Figure 1. The metal 3 layer.
Scale bar: 20 um. Cells faint in the background.
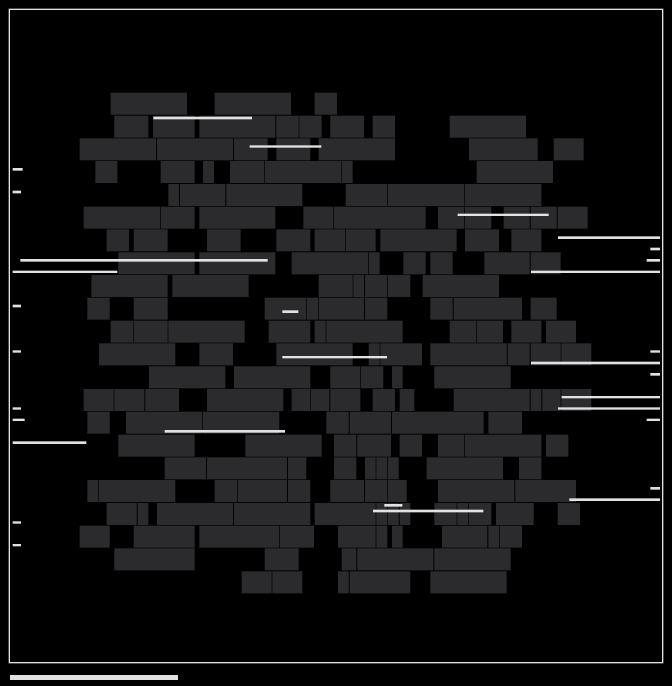
Figure 2. M1 wires.
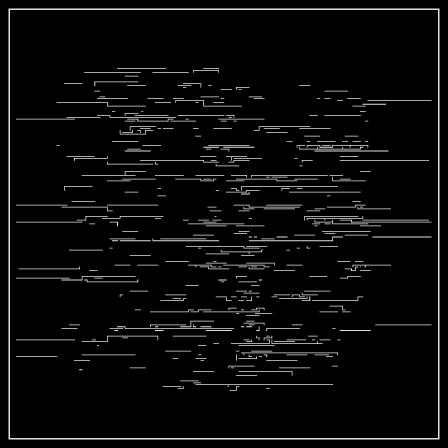
Figure 3. Track usage over the die.
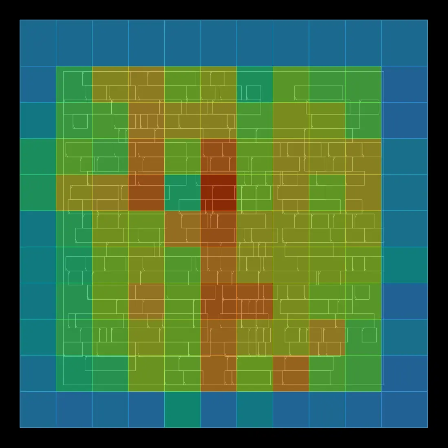
Figure 4. Signal wires on met2.
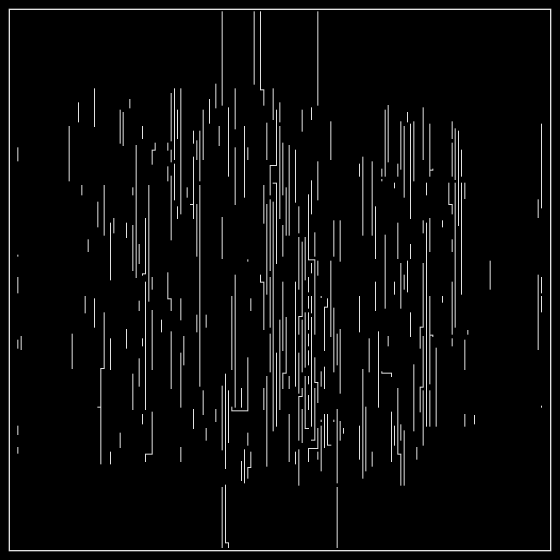
==> config.mk <==
export PLATFORM = sky130hd
export DESIGN_NAME = spi_target_flat
export DESIGN_NICKNAME = d
export VERILOG_FILES = /design/src/rtl/spi_target_if.sv /design/src/rtl/spi_target.sv /design/src/flat_wrapper.sv
export SDC_FILE = /design/constraint.sdc
export NUM_CORES = 1
export LEC_CHECK = 0
export CAP_MARGIN = 10
export CORE_MARGIN = 8
export CORE_UTILIZATION = 47
export DETAILED_ROUTE_END_ITERATION = 6
export GPL_ROUTABILITY_DRIVEN = 1
export PLACE_DENSITY_LB_ADDON = 0.25
export REMOVE_ABC_BUFFERS = 1
export SLEW_MARGIN = 25
export SYNTH_ARGS = -nofsm -noshare
export SYNTH_HDL_FRONTEND = slang
export SYNTH_SLANG_ARGS = --single-unit
==> constraint.sdc <==
create_clock -name clock -period 1.5 [get_ports clock]
set_input_delay 0.15 -clock clock [delete_from_list [all_inputs] [get_ports clock]]
set_output_delay 0.15 -clock clock [all_outputs]
set_load 0.05 [all_outputs]
==> results_dict.tcl <==
# collected from the flow reports
set metrics [dict create \
    status "finished with violations" \
    violations "setup timing" \
    cap_viol_max_count 0 \
    clk_latency_ps 290 \
    nFillCells 252 \
    edf_count 0 \
    ys_ff 44 \
    min_path_type "in2async" \
    fp.dieW_um 77.8 \
    startpoint_type "flop" \
    synth_top_area_share_pct 57.1 \
    yosysUniqueCellTypes 26 \
    grt_pass1_wl_mm 5.69 \
    synthTopCellsByArea "dfrtp_1, mux2_2, dfstp_2" \
    skew_ps 5.93 \
    p_leak_uw 0.00116 \
    portBuffers 28 \
    finalSetupViolations 20 \
    fin_cells 227 \
    rsz0062_at_grt "true" \
    wl_met3_um 210 \
    fin_ws_ps -131 \
    die_area_sq_um 6060 \
]
About Figure 1:
26 nets have wire on it. The longest straight run is 29.2 um. The wires run mostly horizontal.
vias: 1,164
Total Routed Length: 3.35 mm
met3 Use GR: 4.72%

About Figure 2:
The layer holds 44% of the routed length. 179 nets have wire on it.
met1 usage: 13.2%

About Figure 3:
gr usage total: 11.6%
wire per inst: 14.8 um
global-route met2 utilization: 18.9%
fin util: 68.0%
GRT Max-Usage Layer: met2

About Figure 4:
The wires run mostly vertical. 184 nets have wire on it. The layer carries 1,610 um of wire. The layer holds 48% of the routed length.

[cell families after synthesis]
kind of cell,count (synthesis),synth area share [%]
flops,44,61.5
mux,27,17.8
simple gates,23,6.76
compound gates,15,6.82
buf+inv,11,2.30
fa+ha+maj,6,4.18
other cells,1,0.209
xor+xnor,1,0.488
[power breakdown]
group	internal [uW]	switching, uW
sequential	1410	145
combinational	815	702
clock	665	378
total	2890	1230
[final cells by class]
cell class                 instances  area, sq um  area share (%)
sequential                        44         1100            44.4
multi-input combinational         73          734            29.5
timing repair buffer              45          424            17.0
clock buffer                       6         72.6            2.91
clock inverter                     2         60.1            2.41
tap                               48         60.1            2.41
inverter                           9         33.8            1.36
[repair_timing]
action	4_1_cts	5_1_grt
pin swaps	3	1
gates resized	11	8
hold buffers	0	0
setup endpoints to repair	23	24
setup buffers	3	2
